--- src/rtl/prog_mem_responder_pkg.sv ---
// Shared types and constants for the accumulator-core program store.
// Holds opcode encodings, responder states and the default boot program.
package prog_mem_responder_pkg;

    localparam logic [5:0] OP_NOP  = 6'd0;
    localparam logic [5:0] OP_ADD  = 6'd1;
    localparam logic [5:0] OP_SWAP = 6'd2;
    localparam logic [5:0] OP_JMP  = 6'd3;
    localparam logic [5:0] OP_JNZ  = 6'd4;

    typedef enum logic {
        SERVE = 1'b0,
        LOAD  = 1'b1
    } state_e;

    localparam int DEF_LEN = 4;

    // add, swap, jump 0: reg_a walks the Fibonacci sequence
    localparam logic [5:0] DEF_PROG [0:DEF_LEN-1] = '{
        OP_ADD, OP_SWAP, OP_JMP, 6'd0
    };

    function automatic logic [5:0] def_word(input int idx);
        logic [5:0] w;
        w = OP_NOP;
        for (int k = 0; k < DEF_LEN; k++) begin
            if (idx == k) w = DEF_PROG[k];
        end
        return w;
    endfunction

endpackage

--- src/rtl/prog_mem_responder_store.sv ---
// DEPTH x 6 register-file program store: async read, sync write,
// synchronous reload of the default program.
module prog_store_rf
    import prog_mem_responder_pkg::*;
#(
    parameter int DEPTH = 16,
    parameter int AW    = 4
) (
    input  logic          clk,
    input  logic          load_def,
    input  logic          we,
    input  logic [AW-1:0] waddr,
    input  logic [5:0]    wdata,
    input  logic [AW-1:0] raddr,
    output logic [5:0]    rdata
);

    logic [5:0] mem_q [DEPTH];
    logic [5:0] mem_d [DEPTH];

    always_comb begin
        for (int i = 0; i < DEPTH; i++) begin
            mem_d[i] = mem_q[i];
        end
        if (we) mem_d[waddr] = wdata;
    end

    always_ff @(posedge clk) begin
        for (int i = 0; i < DEPTH; i++) begin
            if (load_def) mem_q[i] <= def_word(i);
            else          mem_q[i] <= mem_d[i];
        end
    end

    assign rdata = mem_q[raddr];

endmodule

--- src/rtl/prog_mem_responder.sv ---
// Fetch-side program memory for the 6-bit accumulator core, with a
// valid/ready host port for reloading the store.
module prog_mem_responder
    import prog_mem_responder_pkg::*;
#(
    parameter int DEPTH = 16,
    parameter int AW    = 4
) (
    input  logic        clk,
    input  logic        reset,
    input  logic [5:0]  mem_request,
    output logic [5:0]  mem_data,
    input  logic        load_en,
    input  logic        load_valid,
    input  logic [5:0]  load_data,
    output logic        load_ready,
    output logic        load_full,
    output logic [AW:0] load_count
);

    localparam logic [AW:0] CNT_LAST = (AW+1)'(DEPTH - 1);
    localparam logic [AW:0] CNT_ONE  = (AW+1)'(1);

    state_e        state_q, state_d;
    logic [AW-1:0] wptr_q, wptr_d;
    logic [AW:0]   count_q, count_d;
    logic          full_q, full_d;
    logic          we;
    logic          hit;
    logic [5:0]    rdata;

    assign load_ready = (state_q == LOAD) && !full_q;

    always_comb begin
        state_d = state_q;
        wptr_d  = wptr_q;
        count_d = count_q;
        full_d  = full_q;
        we      = 1'b0;
        unique case (state_q)
            SERVE: begin
                if (load_en) begin
                    state_d = LOAD;
                    wptr_d  = '0;
                    count_d = '0;
                    full_d  = 1'b0;
                end
            end
            LOAD: begin
                if (load_valid && load_ready) begin
                    we      = 1'b1;
                    wptr_d  = wptr_q + 1'b1;
                    count_d = count_q + CNT_ONE;
                    full_d  = (count_q == CNT_LAST);
                end
                if (!load_en) state_d = SERVE;
            end
            default: state_d = SERVE;
        endcase
    end

    always_ff @(posedge clk) begin
        if (!reset) begin
            state_q <= SERVE;
            wptr_q  <= '0;
            count_q <= '0;
            full_q  <= 1'b0;
        end else begin
            state_q <= state_d;
            wptr_q  <= wptr_d;
            count_q <= count_d;
            full_q  <= full_d;
        end
    end

    prog_store_rf #(
        .DEPTH (DEPTH),
        .AW    (AW)
    ) u_store (
        .clk      (clk),
        .load_def (!reset),
        .we       (we),
        .waddr    (wptr_q),
        .wdata    (load_data),
        .raddr    (mem_request[AW-1:0]),
        .rdata    (rdata)
    );

    // Upper address bits must be clear; out-of-range fetches read as NOP
    assign hit        = ({1'b0, mem_request} < 7'(DEPTH));
    assign mem_data   = (state_q == SERVE && hit) ? rdata : 6'd0;
    assign load_full  = full_q;
    assign load_count = count_q;

endmodule
--- config.mk ---
export PLATFORM = sky130hd
export DESIGN_NAME = prog_mem_responder
export DESIGN_NICKNAME = d
export VERILOG_FILES = /design/src/rtl/prog_mem_responder_pkg.sv /design/src/rtl/prog_mem_responder_store.sv /design/src/rtl/prog_mem_responder.sv
export SDC_FILE = /design/constraint.sdc
export NUM_CORES = 1
export LEC_CHECK = 0
export CAP_MARGIN = 20
export CORE_MARGIN = 4
export CORE_UTILIZATION = 35
export CTS_BUF_LIST = sky130_fd_sc_hd__clkbuf_4
export DETAILED_ROUTE_END_ITERATION = 6
export GPL_TIMING_DRIVEN = 0
export SYNTH_ARGS = -nofsm -noshare
export SYNTH_HDL_FRONTEND = slang
export SYNTH_SLANG_ARGS = --single-unit
--- constraint.sdc ---
create_clock -name clk -period 1.3 [get_ports clk]
set_input_delay 0.195 -clock clk [delete_from_list [all_inputs] [get_ports clk]]
set_output_delay 0.195 -clock clk [all_outputs]
set_load 0.02 [all_outputs]
==> run_1/flops_by_reg.png <==
Other sequential cells in the stronger gray, the rest of the logic in the fainter gray.
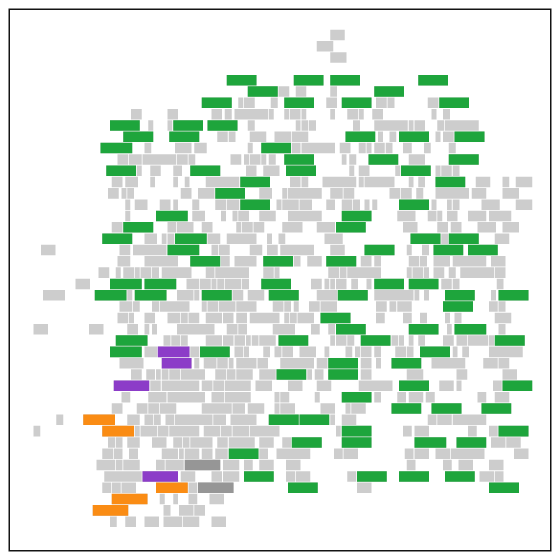
legend:
  `u_store.mem_q`:
    color: green
    sequential_cells: 96
  `wptr_q`:
    color: purple
    sequential_cells: 4
  `load_count`:
    color: orange
    sequential_cells: 5
    where: lower left
not colored: 2

==> run_1/metal_density.png <==
Bar = 50 um. 26 x 26 tiles, from black (low) to pale yellow (high), scaled to the fullest tile. Values are wire area over tile area, all layers added.
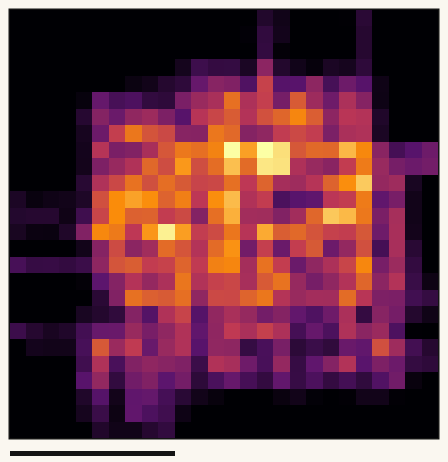
mean over tiles: 0.15
fullest tile: 0.57
tiles over half the peak: 20%
emptiest ninth of the die: upper left

==> reports/qor.txt, run 1 <==
pre-placement core utilization: 35.7%
master cell of the clock root buffer: clkbuf_4
# IOs: 29
wl on met1: 6380 um
Post-Layout Cell Count: 793
number of instances on the worst hold path: 2
antenna violations before repair: 1
endpoint of the lowest-slack register-to-register path: u_store.mem_q[6][2]
Top cells by area: dfxtp_1 41%, a21boi_0 9.1%, mux4_1 8.6%
Pleak: 2.32 nW
group drawing the most power: sequential cells
share of the cycle needed by the critical path after routing: 155%
hold_buf cts: 0
Post-Synthesis Net Count: 550
average instance area after synthesis: 9.82 um^2
maximum level of the CTS H-tree: 3
number of DRC violations after detailed-routing iteration 0: 398
dominant logic cell type in the layout: dfxtp_1
count of buffer and inverter cells on the critical path: 1
number of OpenROAD warnings: 32
Resize count post-CTS: 269
reported net switching power: 1.40 mW
number of distinct library cell variants in the gate-level netlist after synthesis: 36
post-detail-place hpwl: 10,300 um
overall track demand over capacity in global routing: 19.0%
number of sinks driven by the clock tree: 107
tap cell count: 184
top cell class by occupied area: multi-input combinational cells
Setup violations, final: 112
top routing layer in use: met4
Post-CTS Repair Setup Buffers: 30
dominant kind of combinational cell: AND-OR/OR-AND gates
flip-flop cell with the highest count after synthesis: dfxtp_1
Slowest-stage cell, CP: mux4_2
Most flops, register: u_store.mem_q
stages on the worst setup path: 4
combined area of all synthesized cells: 5190 um^2
peak fanout along the critical path: 2
post-layout min period: 2.01 ns
global routing met3 resource utilization: 4.71%
Worst Hold End: state_q
iteration count of the initial detailed-routing pass: 4
area of the core: 14,500 um^2
Largest stage delay, worst path: 0.52 ns
total CTS buffers: 9
minimum setup slack among reg-to-reg paths: -0.34 ns
startpoint of the worst hold path: load_en
Logic power comb: 0.574 mW
total instance count after detailed placement: 737
capture point of the worst path: mem_data[1]
Comb power frac: 10.7%
vias in the first global route: 4,540
number of signal-net inverters in the final layout: 5
Crit Path Category: reg -> out
Seq Cell Count: 107
unrepaired setup endpoints after global routing: true
internal portion of total power: 3.94 mW
Mapped Cells: 528
flops & latches, synth: 107
most frequent cells after synthesis: 107 x dfxtp_1, 78 x nand2_1, 76 x o21ai_0
wire length of the first global-routing pass: 24,400 um
outcome: finished with violations
maximum clock skew at final layout: 0.0208 ns
total length of routed met3 wires: 975 um
Comb/total area: 47.1%
final cell utilization of the core: 45.6%
routability cong.: 0.830
slack of the critical path: -0.711 ns
per-cell routed wire length: 19.5 um
fraction of post-synthesis cell area in the top cell type by area: 41.3%
dpl ws: -1.29 ns
critical path arrival: 1.82 ns
Seq share, synth: 41.3%
flip-flop count of the largest register after layout: 96
Power Dens Cells: 805 nW/um^2
Post-Layout Inst Area: 6630 um^2
failing checks: negative setup slack
area after detailed placement: 5760 um^2
clock latency at the later pin of the worst-skew pair: 0.50 ns
Via-to-Cell Ratio: 5.47
Total Power: 5.34 mW
busiest layer in global routing: met2
n_diodes: 1
register share of the cell area: 33.0%
area fraction in mux cells: 18.8%
==> run_1/placement_by_type.png <==
Fill, decap, tap and diode cells in gray.
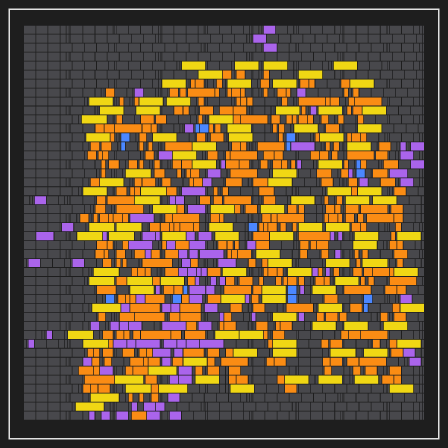
legend:
  other buffers and delay cells:
    color: purple
    cells: 107
  clock drivers and dummy loads:
    color: blue
    cells: 16
  combinational and other logic:
    color: orange
    cells: 378
  flops:
    color: yellow
    cells: 107

==> run_1/placement.png <==
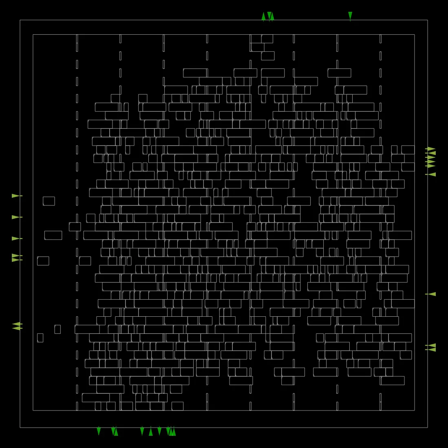

==> run 2, diff against run 1 <==
- clock period: 1.3 -> 2.4 ns (I/O delays scaled with it)
==> run_2/placement.png <==
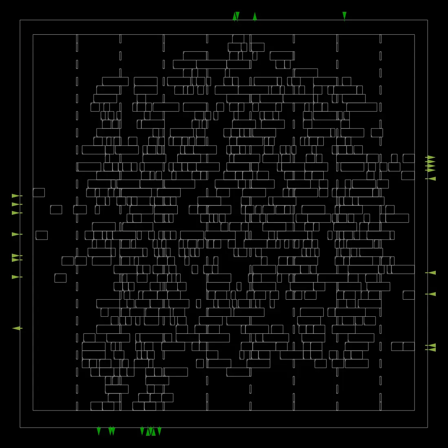
area of the core: 14,500 um^2
Post-Layout Cell Count: 754
fill count: 1,482
tap cell count: 184

==> run_2/metal_density.png <==
Bar = 50 um. 26 x 26 tiles, from black (low) to pale yellow (high), scaled to the fullest tile. Values are wire area over tile area, all layers added.
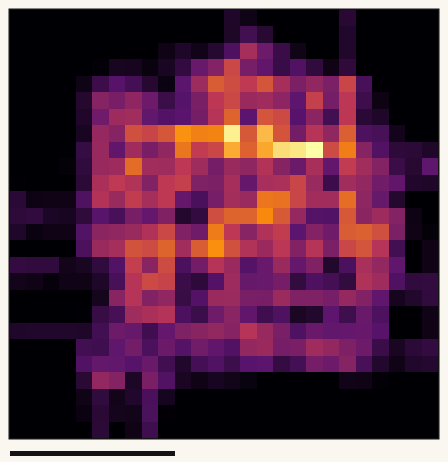
tiles over half the peak: 11%
nearly empty tiles: 33%
fullest tile: 0.65
mean over tiles: 0.13
densest ninth of the die: center
overall track demand over capacity in global routing: 17.8%
total wire length: 14,300 um
per-cell routed wire length: 18.9 um
routed via count: 4,069

==> run 2 against run 1 <==
  * The run now ends clean
  * Die size unchanged
  * Cell count decreased by 4.9%
  * Total power decreased by 46%
  * Hold slack improved by 0.20 ns
  * Non-clock buffer count decreased by 39
  * Clock skew decreased by 0.0053 ns
  * Critical path depth unchanged
==> reports/qor.txt, run 2 <==
outcome: completed (was finished with violations)
Pleak: 2.04 nW (was 2.32 nW)
fraction of post-synthesis cell area in the top cell type by area: 41.3% (unchanged)
startpoint of the worst hold path: load_en (unchanged)
antenna violations before repair: 0 (was 1)
wire length of the first global-routing pass: 22,900 um (was 24,400 um)
final cell utilization of the core: 39.9% (was 45.6%)
maximum level of the CTS H-tree: 3 (unchanged)
total instance count after detailed placement: 737 (unchanged)
peak fanout along the critical path: 2 (unchanged)
flip-flop count of the largest register after layout: 96 (unchanged)
Via-to-Cell Ratio: 5.40 (was 5.47)
Resize count post-CTS: 15 (was 269)
Total Power: 2.86 mW (was 5.34 mW)
count of buffer and inverter cells on the critical path: 1 (unchanged)
slack of the critical path: 0.103 ns (was -0.711 ns)
number of instances on the worst hold path: 2 (unchanged)
Comb power frac: 8.4% (was 10.7%)
Power Dens Cells: 493 nW/um^2 (was 805 nW/um^2)
Most flops, register: u_store.mem_q (unchanged)
pre-placement core utilization: 35.7% (unchanged)
Post-Layout Inst Area: 5800 um^2 (was 6630 um^2)
vias in the first global route: 4,071 (was 4,540)
global routing met3 resource utilization: 3.97% (was 4.71%)
flip-flop cell with the highest count after synthesis: dfxtp_1 (unchanged)
endpoint of the lowest-slack register-to-register path: u_store.mem_q[10][0] (was u_store.mem_q[6][2])
Comb/total area: 48.2% (was 47.1%)
flops & latches, synth: 107 (unchanged)
most frequent cells after synthesis: 107 x dfxtp_1, 78 x nand2_1, 76 x o21ai_0 (unchanged)
post-layout min period: 2.30 ns
dominant kind of combinational cell: AND-OR/OR-AND gates (unchanged)
number of signal-net inverters in the final layout: 5 (unchanged)
# IOs: 29 (unchanged)
post-detail-place hpwl: 10,200 um (was 10,300 um)
dominant logic cell type in the layout: dfxtp_1 (unchanged)
combined area of all synthesized cells: 5190 um^2 (unchanged)
area fraction in mux cells: 18.8% (unchanged)
share of the cycle needed by the critical path after routing: 95.7%
Slowest-stage cell, CP: mux4_2 (unchanged)
Seq Cell Count: 107 (unchanged)
Setup violations, final: 0 (was 112)
number of OpenROAD warnings: 30 (was 32)
Worst Hold End: state_q (unchanged)
reported net switching power: 0.751 mW (was 1.40 mW)
clock latency at the later pin of the worst-skew pair: 0.48 ns (was 0.50 ns)
Post-CTS Repair Setup Buffers: 0 (was 30)
number of DRC violations after detailed-routing iteration 0: 272 (was 398)
total length of routed met3 wires: 737 um (was 975 um)
total CTS buffers: 9 (unchanged)
wl on met1: 6910 um (was 6380 um)
==> run_2/detail.png <==
Bar = 20 um. Region (7, 7) to (57, 57) um. Cells in gray, sequential cells in the stronger gray; small squares are vias.
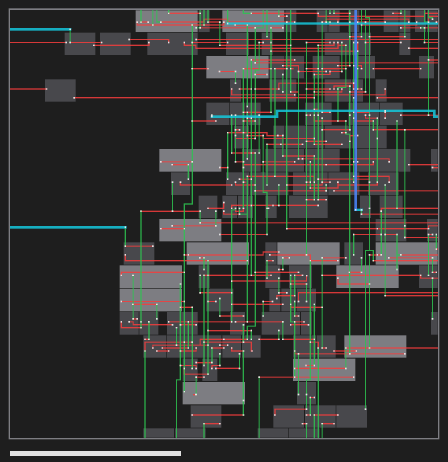
legend:
  metal 3:
    color: cyan
  metal 4:
    color: blue
  metal 2:
    color: green
  metal 1:
    color: red
sequential cells in the window: 14
most frequent: dfxtp_1 (14), nor2b_1 (8), clkdlybuf4s50_1 (8)
netlist names of flops here include: `load_count` (5), `wptr_q` (4), `u_store.mem_q` (3)
cells with their middle in the window: 103

No activity file was given, so power comes from the tool's default toggle rates.
